==> config.mk <==
export PLATFORM = sky130hd
export DESIGN_NAME = phase_gen_flat
export DESIGN_NICKNAME = d
export VERILOG_FILES = /design/src/rtl/cpu_pkg.sv /design/src/rtl/phase_gen_if.sv /design/src/rtl/btn_sync.sv /design/src/rtl/phase_gen.sv /design/src/flat_wrapper.sv
export SDC_FILE = /design/constraint.sdc
export NUM_CORES = 1
export LEC_CHECK = 0
export ABC_AREA = 1
export CORE_MARGIN = 2
export CORE_UTILIZATION = 30
export CTS_CLUSTER_DIAMETER = 30
export CTS_CLUSTER_SIZE = 10
export DETAILED_ROUTE_END_ITERATION = 12
export GPL_ROUTABILITY_DRIVEN = 1
export PLACE_DENSITY = 0.61
export SYNTH_ARGS = -nofsm -noshare
export SYNTH_HDL_FRONTEND = slang
export SYNTH_HIERARCHICAL = 1
export SYNTH_SLANG_ARGS = --single-unit
==> constraint.sdc <==
create_clock -name clk -period 3.1 [get_ports clk]
set_input_delay 0.93 -clock clk [delete_from_list [all_inputs] [get_ports clk]]
set_output_delay 0.93 -clock clk [all_outputs]
set_load 0.02 [all_outputs]
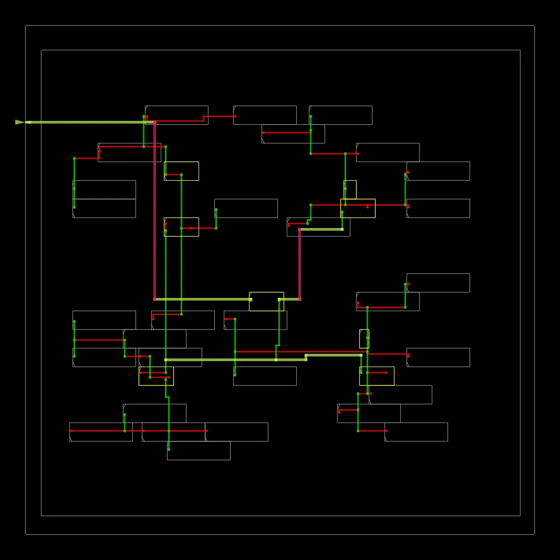
Run 1: clock nets
Late-Pin Clk Latency: 0.28 ns
flip-flops: 30
CLK BUF: 7
clock group power: 0.320 mW

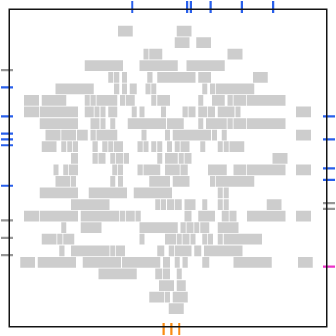
Run 1: ports around the boundary
Pins as bars across the die edge, other pins in gray.
bus_retired -> blue  # pins 16, direction output, edge 6 left, 6 top, 4 right
bus_phase -> orange  # pins 3, direction output, edge bottom
bus_running -> magenta  # pins 1, direction output, edge right
all pins by edge = 10 left, 7 right, 6 top, 3 bottom
Port Buf Inserts: 25
Die Width: 74.3 um
die y size: 74.3 um

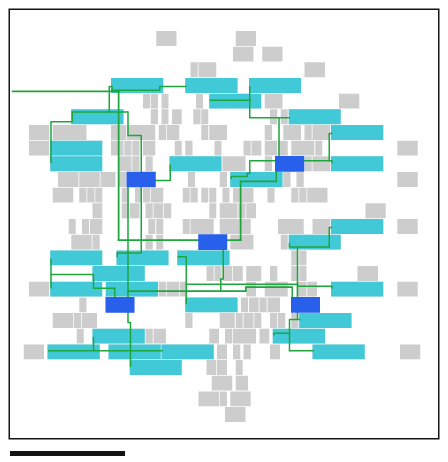
Run 1: clock wires, drivers and flops
The bar under the picture is 20 um long.
flip-flops -> cyan  # count 30
clock drivers -> blue  # count 5
clock wires -> green  # length 415 um
routed clock nets = 6
clock share of power: 0.259
clk_skew: 0.00770 ns

==> results.toml, run 1 <==
# implementation run metrics
[status]
outcome = "complete, no violations"

[worst_setup_path]
worst-setup-path-type = "reg -> out"
cp.required_ns = 2.17
worstPathCellList = "clkdlybuf4s50_1"
critical_path_peak_fanout = 6
cp_num_cells = 1
arrival_ns = 1.38
crit_slowest_cell = "clkdlybuf4s50_1"
reg2reg_depth = 7
crit_path_start_kind = "flop"
crit_family = "buffers and inverters"
endpoint_kind = "output pin"
crit_path_max_incr_delay_ns = 0.64
r2r_slack_ns = 1.71

[finish]
n_all_buffers = 26
multi_input_comb_cells = 121
fill_cells = 502
num-nets-final = 210
sh_comb_area = 0.339
largestClassByArea = "flip-flops and latches"
inverters = 20
final_cell_mix = "55 x nand2_1, 30 x dfrtp_1, 25 x clkdlybuf4s50_1"
syn2layout_area_growth_pct = 28.4
buf_share = 0.135
fin_util = 0.401
sh_seq_area = 0.394
layout.area.comb_um2 = 646
seqCellArea_um2 = 751
clock_area_frac = 0.0480
layout_top_cell = "nand2_1"
largest_reg_flops = 16
final_area_um2 = 1900
drive_above_1_share = 0.127

[grt]
grt_util_all_layers = 0.119
met1_usage = 0.152
grt_max_degree = 25
use_met2 = 0.174
antenna_found_initial = 0
grt_pass1_wl_um = 4820
grt-ovfl-total = 0
top_usage_layer = "met2"

[drt]
vias = 1137
wl_per_cell_um = 10.4
dr.pass1.iters = 4
first_iter_violations = 47
drc = 0
drt.antenna.violating_nets = 0
wl_um = 2830

[sta]
final_hold_viol_count = 0
layout_setup_ws_ns = 0.791
post-route-period-util = 0.745
setup_viol = 0
finalMaxSlewViolations = 0
clock.fmax_mhz = 433
worst_pin_slew_ns = 0.323

[min_path]
min_path_type = "reg -> reg"
hold_path_depth = 0

[place]
place_congestion = 0.794
hpwlAfterDp_um = 2080
dpl_cell_area_um2 = 1810
pre_cts_ws_ns = 1.08

[power]
ir_drop_v = 0.000255
power.leakage_nw = 0.839
p_per_area_nw_per_um2 = 649

[synth]
ys_cells = 172
ys_ff = 30
yosys_area_um2 = 1480
syn_area_um2 = 1480
ys_types = 23
synthCells = 172
yosysSeqAreaShare = 0.506
syn_avg_cell_area_um2 = 8.62

[die]
fp-row-count = 25
coreArea_um2 = 4750
die_area_um2 = 5520
fp_util = 0.312

[clock_tree]
cts_sinks = 30
postCtsSetupBuffers = 0
cts_resized = 0
cts_tree = "built"
clockBufferDepth = 2
ctsHtreeMaxLevel = 2
numCtsBuffers = 5

[job]
warning_count = 26
max_cap_violations = 0
[run 1: metrics by stage]
step / hold slack (ns) / power, mW / cells
2_1_floorplan: 0.331 / 0.788 / 172
3_3_place_gp: 0.332 / 0.926 / 264
3_5_place_dp: 0.336 / 0.931 / 264
4_1_cts: 0.349 / 1.26 / 272
5_1_grt: 0.358 / 1.33 / 272
6_report: 0.346 / 1.24 / 272
[run 1: Yosys cell counts (all sizes together)]
cell type,count,share of area
nor3,2,0.0068
xnor2,7,0.046
xor2,2,0.012
buf,1,0.0076
o21ai,7,0.024
nand3,11,0.047
nor2,20,0.081
nand3b,1,0.0051
inv,20,0.051
ha,1,0.0084
dfrtp,30,0.51
nand2,59,0.16
a21boi,2,0.010
nand4,6,0.025
a21oi,3,0.010
[run 1: metal layers]
layer | wire length, um | part of all wire
met5 | 0 | 0
met4 | 36 | 0.013
met3 | 171 | 0.060
met2 | 1130 | 0.40
met1 | 1500 | 0.53
[run 1: logic make-up (layout without fill, tap and decap cells)]
| kind of cell | count (synthesis) | in the layout | share of synthesized area |
|---|---|---|---|
| AND-OR/OR-AND | 12 | 12 | 0.0439 |
| XOR/XNOR | 9 | 9 | 0.0582 |
| adder cells (fa/ha/maj) | 1 | 1 | 0.00844 |
| buffers and inverters | 21 | 54 | 0.0582 |
| flip-flops | 30 | 30 | 0.506 |
| AND/OR/NAND/NOR | 99 | 99 | 0.325 |
[run 1: power breakdown]
| group | switching, mW | total, mW | internal, mW |
|---|---|---|---|
| logic | 0.222 | 0.384 | 0.162 |
| registers | 0.0743 | 0.532 | 0.458 |
| clock network | 0.141 | 0.320 | 0.179 |
| total | 0.437 | 1.24 | 0.799 |
Run 1, sequential cells grouped by signal name:
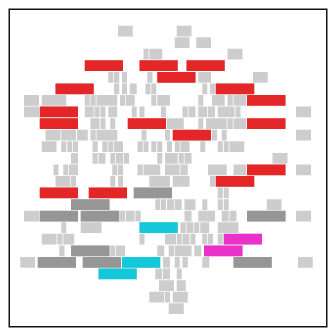

## Run 2: what changed since run 1
- PLACE_DENSITY: 0.61 -> 0.63
- clock period: 3.1 -> 1.9 ns (I/O delays scaled with it)
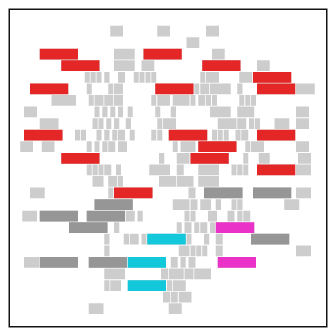
Run 2: sequential cells grouped by signal name
u_core/bus.retired -> red  # placed flops 16
u_core/state_q -> magenta  # placed flops 2
u_core/bus.phase -> cyan  # placed flops 3
not colored = 9
fraction of area in registers: 0.392
FF/Latch Area: 751 um2
Core Util, Final: 0.403
Seq. pwr: 0.867 mW

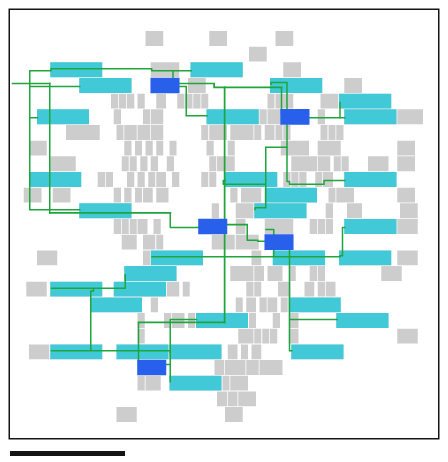
Run 2: clock wires, drivers and flops
The bar under the picture is 20 um long.
clock wires -> green  # length 453 um
flip-flops -> cyan  # count 30
clock drivers -> blue  # count 5
flops lie = widely spread
routed clock nets = 6
clock share of power: 0.290
clk_skew: 0.00444 ns
clock group power: 0.598 mW

==> results.toml, run 2 <==
# implementation run metrics
[drt]
drc = 0
vias = 1171
drt.antenna.violating_nets = 0
first_iter_violations = 83
dr.pass1.iters = 4

[worst_setup_path]
r2r_slack_ns = 0.51
worst-setup-path-type = "reg -> out"
arrival_ns = 1.28
worstPathCellList = "clkdlybuf4s50_1"
crit_family = "buffers and inverters"
cp.required_ns = 1.33
crit_path_start_kind = "flop"

[power]
power_mw = 2.07
ir_drop_v = 0.000309
p_per_area_nw_per_um2 = 1080
power.leakage_nw = 0.951

[synth]
synth-edff-count = 0
ys_types = 23
yosysTopAreaCell = "dfrtp_1"
synthCells = 172
ys_ff = 30
ys.flop_type = "dfrtp_1"
syn_avg_cell_area_um2 = 8.62
syn_area_um2 = 1480
ys_cells = 172
async_flop_share = 1.00
yosys_area_um2 = 1480

[clock_tree]
cts_tree = "built"
cts_sinks = 30

[die]
fp.dieH_um = 74.3
die_w_um = 74.3
fp_util = 0.312
die_area_um2 = 5520
fp-row-count = 25

[finish]
syn2layout_area_growth_pct = 29.3
num-nets-final = 211
largest_reg_flops = 16
final_area_um2 = 1920

[place]
hpwlAfterDp_um = 2180
dpl_cell_area_um2 = 1820
place_congestion = 0.793

[sta]
post-route-period-util = 0.974
final_hold_viol_count = 0
hold_ws_ns = 0.352

[grt]
grt_pass1_wl_um = 5040
grt_max_degree = 25
grt_util_all_layers = 0.125
antenna_found_initial = 0
grt-ovfl-total = 0

[status]
outcome = "complete, no violations"

[job]
warning_count = 26
max_cap_violations = 0
==> run 2: logic make-up (layout without fill, tap and decap cells) <==
family | Yosys count | in the layout | synth area share
fa+ha+maj | 1 | 1 | 0.00844
buf+inv | 21 | 55 | 0.0582
compound gates | 12 | 12 | 0.0439
flops | 30 | 30 | 0.506
simple gates | 99 | 99 | 0.325
xor+xnor | 9 | 9 | 0.0582
==> run 2: cell type report <==
type,count,area share
Clock buffer,8,0.0574
Inverter,20,0.0392
Multi-Input combinational cell,121,0.337
Sequential cell,30,0.392
Tap cell,67,0.0437
Timing Repair Buffer,27,0.131
==> run 2: power by group <==
group | leakage (nW) | switching, mW | total, mW | internal [mW]
logic | 0.506 | 0.376 | 0.599 | 0.223
clock network | 0.0575 | 0.233 | 0.598 | 0.365
registers | 0.387 | 0.120 | 0.867 | 0.747
total | 0.951 | 0.730 | 2.07 | 1.34
==> run 2: routing by layer <==
metal / share of wire / global-route usage / vias to the layer above
met5: 0 / 0 / -
li1: - / - / 612
met3: 0.058 / 0.0407 / 5
met4: 0.021 / 0.0595 / 0
met2: 0.39 / 0.166 / 34
met1: 0.53 / 0.183 / 520
==> run 2: metrics by stage <==
| step | worst slack (ns) | std cells |
|---|---|---|
| 2_1_floorplan | 0.534 | 172 |
| 3_3_place_gp | 0.263 | 265 |
| 3_5_place_dp | 0.249 | 265 |
| 4_1_cts | 0.00845 | 273 |
| 5_1_grt | 0.000489 | 273 |
| 6_report | 0.0487 | 273 |
==> run 2: what timing repair did <==
item	CTS	global route
gates resized	15	2
setup endpoints to repair	15	2
hold buffers	0	0
setup buffers	0	0
No activity file was given, so power comes from the tool's default toggle rates.
